**config.mk**
```make
export PLATFORM = sky130hd
export DESIGN_NAME = board_link_uart
export DESIGN_NICKNAME = d
export VERILOG_FILES = /design/src/rtl/board_link_uart.sv
export SDC_FILE = /design/constraint.sdc
export NUM_CORES = 1
export LEC_CHECK = 0
export ABC_AREA = 1
export CAP_MARGIN = 20
export CORE_UTILIZATION = 35
export DETAILED_ROUTE_END_ITERATION = 8
export GPL_TIMING_DRIVEN = 0
export PLACE_DENSITY = 0.51
export SETUP_SLACK_MARGIN = 0.02
export SLEW_MARGIN = 20
export SYNTH_ARGS = -nofsm -noshare
export SYNTH_HDL_FRONTEND = slang
export SYNTH_SLANG_ARGS = --single-unit
```
**constraint.sdc**
```tcl
create_clock -name clk65MHz -period 2.4 [get_ports clk65MHz]
set_input_delay 0.24 -clock clk65MHz [delete_from_list [all_inputs] [get_ports clk65MHz]]
set_output_delay 0.24 -clock clk65MHz [all_outputs]
set_load 0.005 [all_outputs]
```
**src/rtl/board_link_uart.sv**
```systemverilog
// board_link_uart: inter-board 8N1 serial link for two-player mode.
//  TX: level-request byte stream -> push filter -> small FIFO -> UART frame serialiser.
//  RX: 2-FF synchronised line -> 16x oversampled deserialiser -> last good byte held.
// Ports:
//  clk65MHz, rst (synchronous, active-high)
//  tx_byte[7:0], tx_valid      byte command stream from the game
//  tx_full, tx_overflow        FIFO full / sticky dropped-push flag
//  uart_tx, uart_rx            board pins (idle high)
//  rx_byte[7:0], rx_strobe     last correctly framed byte and its update pulse
//  rx_frame_err                pulse on a bad stop bit (or bad parity)
// Optional build macro: LINK_PARITY_EN adds an even-parity bit after D7 (11-bit frame).
module board_link_uart #(
   parameter int unsigned CLK_HZ     = 65_000_000,
   parameter int unsigned BAUD       = 115_200,
   parameter int unsigned FIFO_DEPTH = 4
) (
   input  logic       clk65MHz,
   input  logic       rst,
   input  logic [7:0] tx_byte,
   input  logic       tx_valid,
   output logic       tx_full,
   output logic       tx_overflow,
   output logic       uart_tx,
   input  logic       uart_rx,
   output logic [7:0] rx_byte,
   output logic       rx_strobe,
   output logic       rx_frame_err
);
   localparam int unsigned TICK_DIV = CLK_HZ / (BAUD * 16);
   localparam int unsigned BIT_CLKS = TICK_DIV * 16;
   localparam int unsigned DIV_W    = $clog2(TICK_DIV + 1);
   localparam int unsigned BIT_W    = $clog2(BIT_CLKS);
   localparam int unsigned PTR_W    = $clog2(FIFO_DEPTH);
   localparam int unsigned CNT_W    = PTR_W + 1;

   // ---------------- TX push filter and FIFO ----------------
   logic             tx_valid_q;
   logic [7:0]       last_push;
   logic [7:0]       fifo_mem [FIFO_DEPTH];
   logic [PTR_W-1:0] wr_ptr, rd_ptr;
   logic [CNT_W-1:0] fifo_cnt, fifo_cnt_next;
   logic             fifo_empty, fifo_is_full;
   logic             push_req, push_ok, pop;
   logic [7:0]       tx_head;

   // A held request only pushes again if the byte changes.
   assign push_req     = tx_valid && (!tx_valid_q || (tx_byte != last_push));
   assign fifo_empty   = (fifo_cnt == '0);
   assign fifo_is_full = (fifo_cnt == CNT_W'(FIFO_DEPTH));
   // A simultaneous pop frees the slot, so a push while full is still accepted.
   assign push_ok      = push_req && (!fifo_is_full || pop);
   assign tx_head      = fifo_mem[rd_ptr];

   always_comb begin
      fifo_cnt_next = fifo_cnt;
      case ({push_ok, pop})
         2'b10:   fifo_cnt_next = fifo_cnt + CNT_W'(1);
         2'b01:   fifo_cnt_next = fifo_cnt - CNT_W'(1);
         default: fifo_cnt_next = fifo_cnt;
      endcase
   end

   // FIFO storage (no reset needed: validity tracked by fifo_cnt).
   always_ff @(posedge clk65MHz) begin
      if (push_ok) fifo_mem[wr_ptr] <= tx_byte;
   end

   // FIFO pointers, status flags and push history.
   always_ff @(posedge clk65MHz) begin
      if (rst) begin
         tx_valid_q  <= 1'b0;
         last_push   <= '0;
         wr_ptr      <= '0;
         rd_ptr      <= '0;
         fifo_cnt    <= '0;
         tx_full     <= 1'b0;
         tx_overflow <= 1'b0;
      end else begin
         tx_valid_q <= tx_valid;
         if (push_req) last_push <= tx_byte;
         if (push_ok)  wr_ptr    <= wr_ptr + PTR_W'(1);
         if (pop)      rd_ptr    <= rd_ptr + PTR_W'(1);
         fifo_cnt <= fifo_cnt_next;
         tx_full  <= (fifo_cnt_next == CNT_W'(FIFO_DEPTH));
         if (push_req && !push_ok) tx_overflow <= 1'b1;
      end
   end

   // ---------------- Free-running 16x baud tick ----------------
   logic [DIV_W-1:0] div_cnt;
   logic             baud_tick;

   always_ff @(posedge clk65MHz) begin
      if (rst) begin
         div_cnt   <= '0;
         baud_tick <= 1'b0;
      end else if (div_cnt == DIV_W'(TICK_DIV - 1)) begin
         div_cnt   <= '0;
         baud_tick <= 1'b1;
      end else begin
         div_cnt   <= div_cnt + DIV_W'(1);
         baud_tick <= 1'b0;
      end
   end

   // ---------------- TX serialiser ----------------
   typedef enum logic [2:0] {
      TX_IDLE,
      TX_START,
      TX_DATA,
`ifdef LINK_PARITY_EN
      TX_PARITY,
`endif
      TX_STOP
   } tx_state_t;

   tx_state_t        tx_state, tx_state_n;
   logic [BIT_W-1:0] tx_timer, tx_timer_n;
   logic [2:0]       tx_bit, tx_bit_n;
   logic [7:0]       tx_shift, tx_shift_n;
   logic             uart_tx_n;
   logic             tx_bit_end;
`ifdef LINK_PARITY_EN
   logic             tx_par, tx_par_n;
`endif

   assign tx_bit_end = (tx_timer == BIT_W'(BIT_CLKS - 1));

   always_ff @(posedge clk65MHz) begin
      if (rst) begin
         tx_state <= TX_IDLE;
         tx_timer <= '0;
         tx_bit   <= '0;
         tx_shift <= '0;
         uart_tx  <= 1'b1;
`ifdef LINK_PARITY_EN
         tx_par   <= 1'b0;
`endif
      end else begin
         tx_state <= tx_state_n;
         tx_timer <= tx_timer_n;
         tx_bit   <= tx_bit_n;
         tx_shift <= tx_shift_n;
         uart_tx  <= uart_tx_n;
`ifdef LINK_PARITY_EN
         tx_par   <= tx_par_n;
`endif
      end
   end

   // Next-state: uart_tx is registered and changes on the edge that enters each bit.
   always_comb begin
      tx_state_n = tx_state;
      tx_timer_n = tx_bit_end ? '0 : tx_timer + BIT_W'(1);
      tx_bit_n   = tx_bit;
      tx_shift_n = tx_shift;
      uart_tx_n  = uart_tx;
      pop        = 1'b0;
`ifdef LINK_PARITY_EN
      tx_par_n   = tx_par;
`endif
      case (tx_state)
         TX_IDLE: begin
            tx_timer_n = '0;
            uart_tx_n  = 1'b1;
            if (!fifo_empty) begin
               pop        = 1'b1;
               tx_shift_n = tx_head;
               uart_tx_n  = 1'b0;
               tx_state_n = TX_START;
`ifdef LINK_PARITY_EN
               tx_par_n   = ^tx_head;
`endif
            end
         end
         TX_START: begin
            if (tx_bit_end) begin
               tx_bit_n   = '0;
               uart_tx_n  = tx_shift[0];
               tx_state_n = TX_DATA;
            end
         end
         TX_DATA: begin
            if (tx_bit_end) begin
               tx_shift_n = {1'b0, tx_shift[7:1]};
               tx_bit_n   = tx_bit + 3'd1;
               if (tx_bit == 3'd7) begin
`ifdef LINK_PARITY_EN
                  uart_tx_n  = tx_par;
                  tx_state_n = TX_PARITY;
`else
                  uart_tx_n  = 1'b1;
                  tx_state_n = TX_STOP;
`endif
               end else begin
                  uart_tx_n = tx_shift[1];
               end
            end
         end
`ifdef LINK_PARITY_EN
         TX_PARITY: begin
            if (tx_bit_end) begin
               uart_tx_n  = 1'b1;
               tx_state_n = TX_STOP;
            end
         end
`endif
         TX_STOP: begin
            if (tx_bit_end) begin
               if (!fifo_empty) begin
                  // Chain straight into the next start bit: no idle gap.
                  pop        = 1'b1;
                  tx_shift_n = tx_head;
                  uart_tx_n  = 1'b0;
                  tx_state_n = TX_START;
`ifdef LINK_PARITY_EN
                  tx_par_n   = ^tx_head;
`endif
               end else begin
                  tx_state_n = TX_IDLE;
               end
            end
         end
         default: begin
            uart_tx_n  = 1'b1;
            tx_state_n = TX_IDLE;
         end
      endcase
   end

   // ---------------- RX deserialiser ----------------
   typedef enum logic [2:0] {
      RX_IDLE,
      RX_START,
      RX_DATA,
`ifdef LINK_PARITY_EN
      RX_PARITY,
`endif
      RX_STOP,
      RX_BREAK
   } rx_state_t;

   rx_state_t  rx_state, rx_state_n;
   logic [1:0] rx_sync;
   logic       rx_s;
   logic [3:0] rx_ticks, rx_ticks_n;
   logic [2:0] rx_bit, rx_bit_n;
   logic [7:0] rx_shift, rx_shift_n;
   logic [7:0] rx_byte_n;
   logic       rx_strobe_n, rx_frame_err_n;
   logic       rx_frame_ok;
`ifdef LINK_PARITY_EN
   logic       rx_par_err, rx_par_err_n;
   assign rx_frame_ok = rx_s && !rx_par_err;
`else
   assign rx_frame_ok = rx_s;
`endif

   assign rx_s = rx_sync[1];

   always_ff @(posedge clk65MHz) begin
      if (rst) begin
         rx_sync      <= 2'b11;
         rx_state     <= RX_IDLE;
         rx_ticks     <= '0;
         rx_bit       <= '0;
         rx_shift     <= '0;
         rx_byte      <= '0;
         rx_strobe    <= 1'b0;
         rx_frame_err <= 1'b0;
`ifdef LINK_PARITY_EN
         rx_par_err   <= 1'b0;
`endif
      end else begin
         rx_sync      <= {rx_sync[0], uart_rx};
         rx_state     <= rx_state_n;
         rx_ticks     <= rx_ticks_n;
         rx_bit       <= rx_bit_n;
         rx_shift     <= rx_shift_n;
         rx_byte      <= rx_byte_n;
         rx_strobe    <= rx_strobe_n;
         rx_frame_err <= rx_frame_err_n;
`ifdef LINK_PARITY_EN
         rx_par_err   <= rx_par_err_n;
`endif
      end
   end

   // 4-bit tick counter wraps 15 -> 0, so each full-bit wait restarts by itself.
   always_comb begin
      rx_state_n     = rx_state;
      rx_ticks_n     = rx_ticks;
      rx_bit_n       = rx_bit;
      rx_shift_n     = rx_shift;
      rx_byte_n      = rx_byte;
      rx_strobe_n    = 1'b0;
      rx_frame_err_n = 1'b0;
`ifdef LINK_PARITY_EN
      rx_par_err_n   = rx_par_err;
`endif
      case (rx_state)
         RX_IDLE: begin
            rx_ticks_n = '0;
            if (!rx_s) rx_state_n = RX_START;
         end
         RX_START: begin
            if (baud_tick) begin
               if (rx_ticks == 4'd7) begin
                  rx_ticks_n = '0;
                  rx_bit_n   = '0;
                  rx_state_n = rx_s ? RX_IDLE : RX_DATA;
`ifdef LINK_PARITY_EN
                  rx_par_err_n = 1'b0;
`endif
               end else begin
                  rx_ticks_n = rx_ticks + 4'd1;
               end
            end
         end
         RX_DATA: begin
            if (baud_tick) begin
               rx_ticks_n = rx_ticks + 4'd1;
               if (rx_ticks == 4'd15) begin
                  rx_shift_n = {rx_s, rx_shift[7:1]};
                  rx_bit_n   = rx_bit + 3'd1;
`ifdef LINK_PARITY_EN
                  if (rx_bit == 3'd7) rx_state_n = RX_PARITY;
`else
                  if (rx_bit == 3'd7) rx_state_n = RX_STOP;
`endif
               end
            end
         end
`ifdef LINK_PARITY_EN
         RX_PARITY: begin
            if (baud_tick) begin
               rx_ticks_n = rx_ticks + 4'd1;
               if (rx_ticks == 4'd15) begin
                  rx_par_err_n = rx_s ^ (^rx_shift);
                  rx_state_n   = RX_STOP;
               end
            end
         end
`endif
         RX_STOP: begin
            if (baud_tick) begin
               rx_ticks_n = rx_ticks + 4'd1;
               if (rx_ticks == 4'd15) begin
                  if (rx_frame_ok) begin
                     rx_byte_n   = rx_shift;
                     rx_strobe_n = 1'b1;
                  end else begin
                     rx_frame_err_n = 1'b1;
                  end
                  // A low stop bit means a break: wait for the line to recover.
                  rx_state_n = rx_s ? RX_IDLE : RX_BREAK;
               end
            end
         end
         RX_BREAK: begin
            if (rx_s) rx_state_n = RX_IDLE;
         end
         default: rx_state_n = RX_IDLE;
      endcase
   end

endmodule
```
### Power grid

Scale bar: 20 µm. Pins as bars on the die edge.
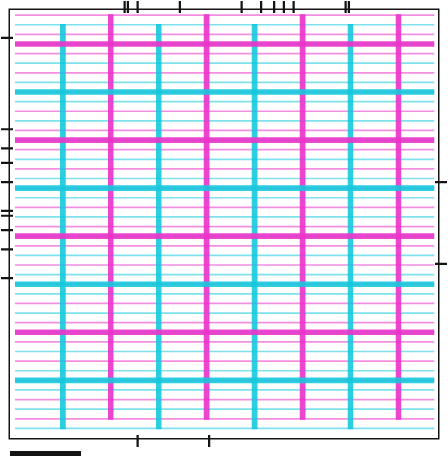
- VDD: magenta
- VSS: cyan
- met4 straps: 8
- met1 rails: 44
- met5 straps: 8
- rows: 43

### Cell classes on the final placement

Scale bar: 20 µm.
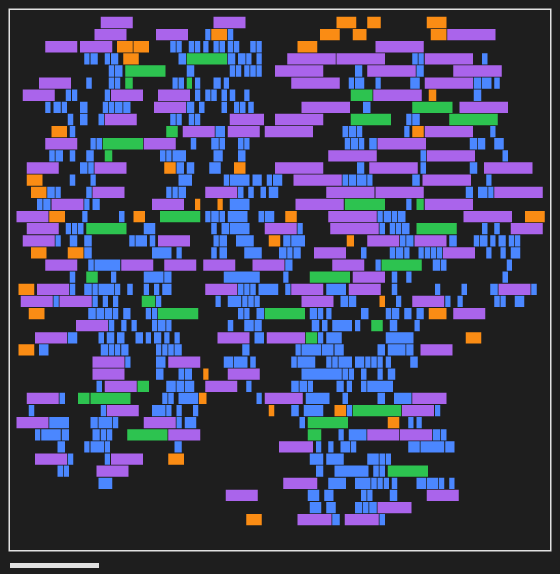
- registers: purple (cells 113; share of their area 44%)
- remaining buffers and delay cells: orange (cells 41; share of their area 6.0%)
- clock drivers and dummy loads: green (cells 32; share of their area 9.8%)
- remaining logic cells: blue (cells 463; share of their area 40%)
CORE AREA: 13880 µm²
placement row count: 43
sequential cell area share: 0.4243
Layout Cell Area excl Fill: 6125 µm²
fin util: 0.4412

### Clock distribution

Scale bar: 20 µm.
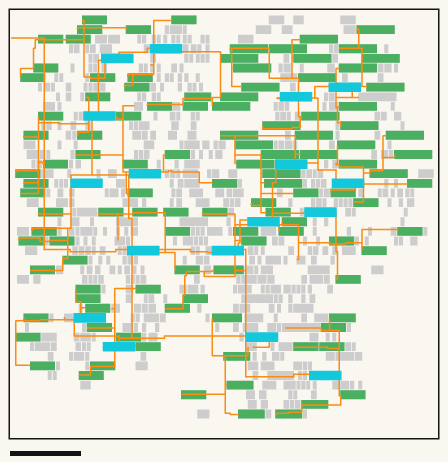
- flip-flops: green (count 113)
- clock wires: orange (length 1600 µm)
- clock-net drivers: cyan (count 17)
- flops lie: widely spread
part of the power in the clock network: 0.393
Power Clock: 2.44 mW
Clock Skew: 0.009459 ns

==> summary.txt <==
fresh numbers from the pnr run: status completed, DR iter-0 viols about 160, clk slew on worst S/H paths ~0.060 ns, Logic family by area simple AND/OR/NAND/NOR gates, CTS buffer count 17, die width 121.1 µm, dpl ws -0.4986 ns, Peak VDD IR 490.4 µV, final period utilization 0.9515, Top area cell types dfxtp_1, edfxtp_1, nor2_1, Top Registers fifo_mem: 32 flops, tx_timer: 10 flops, fp util 0.3579, Pint around 4.3 mW, wire per inst 12.81 µm, DRC errors left 0, Critical path origin tx_state[1], cts repair resizes 11, CP arrival approximately 2.6 ns, clock latency at the later pin of the worst-skew pair 0.41 ns, Gate Area approximately 2100 µm², routed vias/inst roughly 4.7, WL met2 5.100 mm, Antenna diodes 0, CTS tree built, non-clock buffer count 41, area leader, netlist dfxtp_1, global routing usage on met1 0.1884, initial antenna violation count 0, Startpoint Class register, IO Count 25, layout cell share with drive strength beyond 1 0.1433, Clock Root Buffer clkbuf_16, Inst Count DP 793, Hold EP fifo_mem[1][0], routed via count 3901, Post-Syn Area 4967 µm², wire length on met1 5.036 mm, busiest metal layer after global routing met2, Worst Path Buf+Inv 3, Mapped Avg Cell Area 8.433 µm², Port Buffers 24, worst-path fanout max 6, Pwr Total 6.208 mW, Fin. Hold Viols 0, # clock sinks 113, Yosys chip area 4967 µm², setup_tns 0 ns, top sig layer met4, vias in the first global route 3713, final-stage net count ~670, Final Setup Violations 0, worst-margin pin slew just under 0.6 ns, fmax 437.9 MHz, Yosys Warn Count 0, Req. time, crit path 2.70 ns, Seq share, synth 0.5199, ao+oa area frac 0.1151, invs w/o clock 67, XORs/XNORs by Area 0.01411, NonClk Buf Share 0.05802, Worst R2R Start tx_state[1], Tapcell Cnt 180, Area growth syn-to-layout 23.30%, met3 routed WL 342 µm, cells in synth_stat.txt just under 600, simple share 0.2383, Max transition margin 0.6121, P_sw ~1.9 mW, gpl congestion 0.7708, Top cells excl fill/tap nor2_1, nand2_1, dfxtp_1, final max-slew violation count 0, clkbuf count 18, CP Cell Sequence inv_1, ha_2, inv_1, nand2_4, nand2_4, nand2_4, ha_1, inv_1, fa_2, nor2_1, nor2_2, o21ai_1, a21oi_2, and3_1, RSZ-0062 raised after global routing yes, post-layout minimum cycle time 2.284 ns, Hold Path Stages 1, tool warnings 34, CP peak stage delay 0.36 ns, placed cell areas ~5400 µm², drt first pass iters 4, crit path to tx_full, Non-Filler Instances 829, CTS Buffer Depth 2, ClkCell Share 0.09479, MUX share of area 0, Largest register FFs 32, dominant register cell dfxtp_1, CTS H-tree depth 4, setup ws final between 0.1 and 0.15 ns, ys async rst share 0, Unique cell types 42, reg2reg path depth 14, Combinational Power 1.47 mW, CTS Hold Bufs 0, multi-input gates 396, setup bufs post-CTS 3, Routed Antenna Nets 0, met3 Use GR 0.04417, Hold Path Class in -> reg, CP delay by family, top adder cells, largest net degree at the start of global routing 17, PwrDens about 1000 nW/µm², most instantiated cells after synthesis nor2_1, nand2_1, dfxtp_1, top cell category sequential cells, CP Class reg -> reg, adder-cell area share of the yosys netlist 0.04685, most common cell in the netlist nor2_1, final wirelength 10.62 mm, combinational share of power 0.237
Power figures rest on the tool's default switching activity, not on a simulated workload.
